$ cat src/rtl/pseudo_rand_pkg.sv
// Shared constants and helpers for the pseudo-random generator/checker pair:
// seed, LFSR width selection, feedback polynomial and checker state encoding.
package pseudo_rand_pkg;

  localparam logic [256:0] SEED =
    257'h1f2e3d4c_5b6a7988_97a6b5c4_d3e2f100_8badf00d_deadbeef_3afef00d_04e4684a;

  typedef enum logic [1:0] {
    HUNT    = 2'd0,
    LOCKING = 2'd1,
    LOCKED  = 2'd2
  } state_e;

  // Narrowest supported register that still covers the observed sample width.
  function automatic int lfsr_width(input int width);
    if (width <= 64) begin
      return 64;
    end else if (width <= 128) begin
      return 128;
    end else begin
      return 257;
    end
  endfunction

  // Only the low byte of each feedback polynomial is non-zero.
  function automatic logic [256:0] lfsr_poly(input int lw);
    logic [256:0] p;
    p = '0;
    case (lw)
      64:      p[7:0] = 8'b0001_1011;
      128:     p[7:0] = 8'b1000_0111;
      default: p[7:0] = 8'b1100_0101;
    endcase
    return p;
  endfunction

endpackage

$ cat src/rtl/pseudo_rand_check_if.sv
// Sample stream in, lock status and statistics out, between a stream source
// (master) and the checker (slave).
interface pseudo_rand_check_if #(
  parameter int WIDTH = 32
) ();

  logic             in_valid;
  logic [WIDTH-1:0] in_data;
  logic             resync;
  logic             locked;
  logic             lost;
  logic             err;
  logic [15:0]      err_count;
  logic [31:0]      match_count;

  modport master (
    output in_valid, in_data, resync,
    input  locked, lost, err, err_count, match_count
  );

  modport slave (
    input  in_valid, in_data, resync,
    output locked, lost, err, err_count, match_count
  );

endinterface

$ cat src/rtl/pseudo_rand_step.sv
// One combinational Galois-style LFSR step: shift left, fold the outgoing
// top bit back in through the polynomial taps.
module pseudo_rand_step #(
  parameter int LFSR_WIDTH = 64
) (
  input  logic [LFSR_WIDTH-1:0] state_i,
  output logic [LFSR_WIDTH-1:0] next_o
);
  import pseudo_rand_pkg::*;

  localparam logic [256:0]          POLY_FULL = lfsr_poly(LFSR_WIDTH);
  localparam logic [LFSR_WIDTH-1:0] POLY      = POLY_FULL[LFSR_WIDTH-1:0];

  logic fb;
  assign fb = state_i[LFSR_WIDTH-1];

  assign next_o[0] = fb & POLY[0];

  generate
    for (genvar gi = 1; gi < LFSR_WIDTH; gi++) begin : g_bit
      assign next_o[gi] = state_i[gi-1] ^ (fb & POLY[gi]);
    end
  endgenerate

endmodule

$ cat src/rtl/pseudo_rand_check.sv
// Checker that hunts for, locks onto and tracks a pseudo_rand stream,
// flagging mismatches and sticky loss of lock.
module pseudo_rand_check #(
  parameter int WIDTH    = 32,
  parameter int LOCK_CNT = 8,
  parameter int LOST_CNT = 4
) (
  input  logic                clk,
  input  logic                reset,
  pseudo_rand_check_if.slave  bus
);
  import pseudo_rand_pkg::*;

  localparam int            LW     = lfsr_width(WIDTH);
  localparam logic [LW-1:0] SEED_L = SEED[LW-1:0];
  localparam logic [7:0]    LOCK_N = 8'(LOCK_CNT);
  localparam logic [7:0]    LOST_N = 8'(LOST_CNT);

  state_e        state_q, state_d;
  logic [LW-1:0] exp_q, exp_d, exp_adv;
  logic [7:0]    run_q, run_d;
  logic [7:0]    miss_q, miss_d;
  logic          lost_q, lost_d;
  logic          err_q, err_d;
  logic          locked_q, locked_d;
  logic [15:0]   errc_q, errc_d;
  logic [31:0]   matchc_q, matchc_d;
  logic          sample_match;
  logic [15:0]   errc_inc;
  logic [31:0]   matchc_inc;

  pseudo_rand_step #(
    .LFSR_WIDTH (LW)
  ) u_step (
    .state_i (exp_q),
    .next_o  (exp_adv)
  );

  assign sample_match = (bus.in_data == exp_q[WIDTH-1:0]);
  assign errc_inc     = (errc_q   == 16'hFFFF)      ? errc_q   : errc_q   + 16'd1;
  assign matchc_inc   = (matchc_q == 32'hFFFF_FFFF) ? matchc_q : matchc_q + 32'd1;

  always_comb begin
    state_d  = state_q;
    exp_d    = exp_q;
    run_d    = run_q;
    miss_d   = miss_q;
    lost_d   = lost_q;
    err_d    = 1'b0;
    errc_d   = errc_q;
    matchc_d = matchc_q;

    if (bus.resync) begin
      state_d  = HUNT;
      exp_d    = SEED_L;
      lost_d   = 1'b0;
      run_d    = 8'd0;
      miss_d   = 8'd0;
      errc_d   = 16'd0;
      matchc_d = 32'd0;
    end else if (bus.in_valid) begin
      unique case (state_q)
        HUNT: begin
          // A mismatch here leaves exp at SEED, so nothing to do.
          if (sample_match) begin
            exp_d   = exp_adv;
            run_d   = 8'd1;
            state_d = (LOCK_N == 8'd1) ? LOCKED : LOCKING;
          end
        end
        LOCKING: begin
          if (sample_match) begin
            exp_d    = exp_adv;
            run_d    = run_q + 8'd1;
            matchc_d = matchc_inc;
            if (run_q + 8'd1 == LOCK_N) begin
              state_d = LOCKED;
            end
          end else begin
            exp_d   = SEED_L;
            run_d   = 8'd0;
            state_d = HUNT;
          end
        end
        LOCKED: begin
          exp_d = exp_adv;
          if (sample_match) begin
            miss_d   = 8'd0;
            matchc_d = matchc_inc;
          end else begin
            err_d  = 1'b1;
            errc_d = errc_inc;
            if (miss_q + 8'd1 == LOST_N) begin
              lost_d  = 1'b1;
              state_d = HUNT;
              exp_d   = SEED_L;
              miss_d  = 8'd0;
              run_d   = 8'd0;
            end else begin
              miss_d = miss_q + 8'd1;
            end
          end
        end
        default: begin
          state_d = HUNT;
          exp_d   = SEED_L;
          run_d   = 8'd0;
          miss_d  = 8'd0;
        end
      endcase
    end
  end

  assign locked_d = (state_d == LOCKED);

  always_ff @(posedge clk or negedge reset) begin
    if (!reset) begin
      state_q  <= HUNT;
      exp_q    <= SEED_L;
      run_q    <= 8'd0;
      miss_q   <= 8'd0;
      lost_q   <= 1'b0;
      err_q    <= 1'b0;
      locked_q <= 1'b0;
      errc_q   <= 16'd0;
      matchc_q <= 32'd0;
    end else begin
      state_q  <= state_d;
      exp_q    <= exp_d;
      run_q    <= run_d;
      miss_q   <= miss_d;
      lost_q   <= lost_d;
      err_q    <= err_d;
      locked_q <= locked_d;
      errc_q   <= errc_d;
      matchc_q <= matchc_d;
    end
  end

  assign bus.locked      = locked_q;
  assign bus.lost        = lost_q;
  assign bus.err         = err_q;
  assign bus.err_count   = errc_q;
  assign bus.match_count = matchc_q;

endmodule
$ cat src/flat_wrapper.sv
// flat-port wrapper written by rule: the top's interface ports become plain ports
module pseudo_rand_check_flat import pseudo_rand_pkg::*;
#(
  parameter int WIDTH    = 32,
  parameter int LOCK_CNT = 8,
  parameter int LOST_CNT = 4
)
  (clk, reset, bus_in_valid, bus_in_data, bus_resync, bus_locked, bus_lost, bus_err, bus_err_count, bus_match_count);
  pseudo_rand_check_if #(.WIDTH(WIDTH)) bus_i ();
  input  logic clk;
  input  logic reset;
  input wire logic [$bits(bus_i.in_valid)-1:0] bus_in_valid;
  input wire logic [$bits(bus_i.in_data)-1:0] bus_in_data;
  input wire logic [$bits(bus_i.resync)-1:0] bus_resync;
  output wire logic [$bits(bus_i.locked)-1:0] bus_locked;
  output wire logic [$bits(bus_i.lost)-1:0] bus_lost;
  output wire logic [$bits(bus_i.err)-1:0] bus_err;
  output wire logic [$bits(bus_i.err_count)-1:0] bus_err_count;
  output wire logic [$bits(bus_i.match_count)-1:0] bus_match_count;
  assign bus_i.in_valid = bus_in_valid;
  assign bus_i.in_data = bus_in_data;
  assign bus_i.resync = bus_resync;
  assign bus_locked = bus_i.locked;
  assign bus_lost = bus_i.lost;
  assign bus_err = bus_i.err;
  assign bus_err_count = bus_i.err_count;
  assign bus_match_count = bus_i.match_count;
  pseudo_rand_check #(.WIDTH(WIDTH), .LOCK_CNT(LOCK_CNT), .LOST_CNT(LOST_CNT)) u_core (.clk(clk), .reset(reset), .bus(bus_i));
endmodule
$ cat config.mk
export PLATFORM = sky130hd
export DESIGN_NAME = pseudo_rand_check_flat
export DESIGN_NICKNAME = d
export VERILOG_FILES = /design/src/rtl/pseudo_rand_pkg.sv /design/src/rtl/pseudo_rand_check_if.sv /design/src/rtl/pseudo_rand_step.sv /design/src/rtl/pseudo_rand_check.sv /design/src/flat_wrapper.sv
export SDC_FILE = /design/constraint.sdc
export NUM_CORES = 1
export LEC_CHECK = 0
export CORE_MARGIN = 2
export CORE_UTILIZATION = 50
export CTS_CLUSTER_DIAMETER = 150
export DETAILED_ROUTE_END_ITERATION = 6
export HOLD_SLACK_MARGIN = 0.12
export PLACE_DENSITY = 0.69
export SYNTH_ARGS = -nofsm -noshare
export SYNTH_HDL_FRONTEND = slang
export SYNTH_SLANG_ARGS = --single-unit
$ cat constraint.sdc
create_clock -name clk -period 2.5 [get_ports clk]
set_input_delay 0.375 -clock clk [delete_from_list [all_inputs] [get_ports clk]]
set_output_delay 0.375 -clock clk [all_outputs]
set_load 0.1 [all_outputs]
final_clocks.png
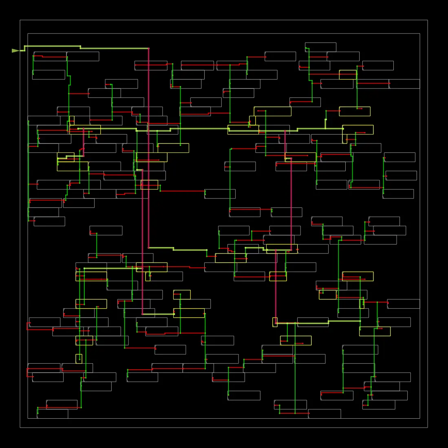
flop count: 133
clk_skew: 0.00903 ns

metal_stack.png
Only two layers are drawn.
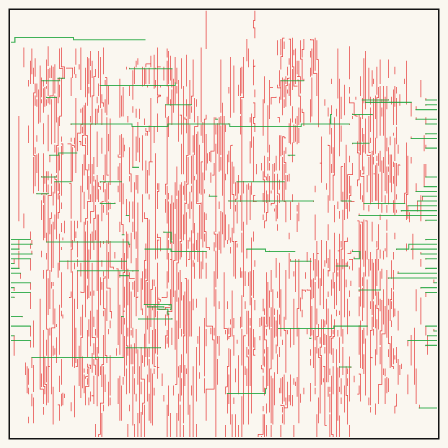
met3: in green, wire length 769 µm. met2: in red, wire length 8,770 µm.

met1.png
Supply wires on this layer in gray.
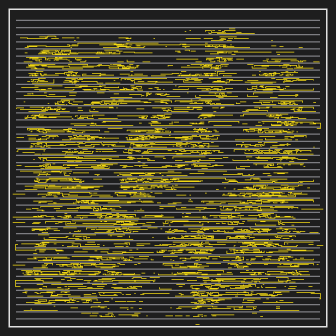
The layer carries 7,710 µm of wire. 777 nets have wire on it. The wires run mostly horizontal. The layer holds 44% of the routed length.

met4.png
Supply wires on this layer in gray.
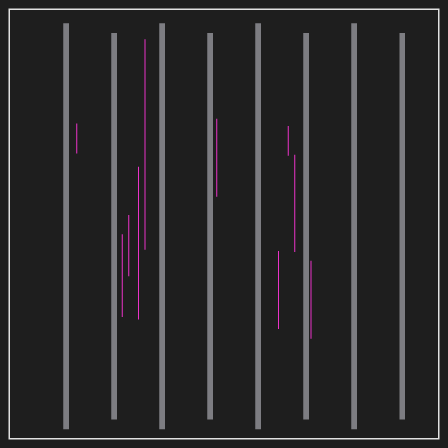
6 nets have wire on it. The layer holds 1.4% of the routed length. The wires run mostly vertical.

==> reports/metrics.csv <==
stage;metric;value;unit
clocking;cts_resized;6;
pwr;power_frac_seq;45.0;%
synthesis;syn_area;6840;µm²
grt;grt_pass1_wl;27800;µm
timing;fin_setup_tns;0;ns
final_layout;buffers;146;
worst_setup_path;crit_path_end;u_core.exp_q[58]$_DFFE_PN0P_;
grt;first_global_vias;5699;
timing;finalClockPeriodUsage;97.2;%
pwr;power_density;556;nW/µm²
synthesis;ys_cells;701;
final_layout;drive_gt1_share;29.1;%
drt;drt_wl_total;17500;µm
final_layout;top_register;u_core.exp_q;
timing;min_period;2.43;ns
final_layout;comb_cells;510;
synthesis;synthMostInstantiatedCell;dfrtp_1;
synthesis;synthDistinctLibCells;53;
status;outcome;complete, no violations;
drt;drt_iter0_drc;423;
drt;via_per_inst;5.78;
clocking;clk_pin_slew;0.05;ns
Power and IR drop assume default switching activity.
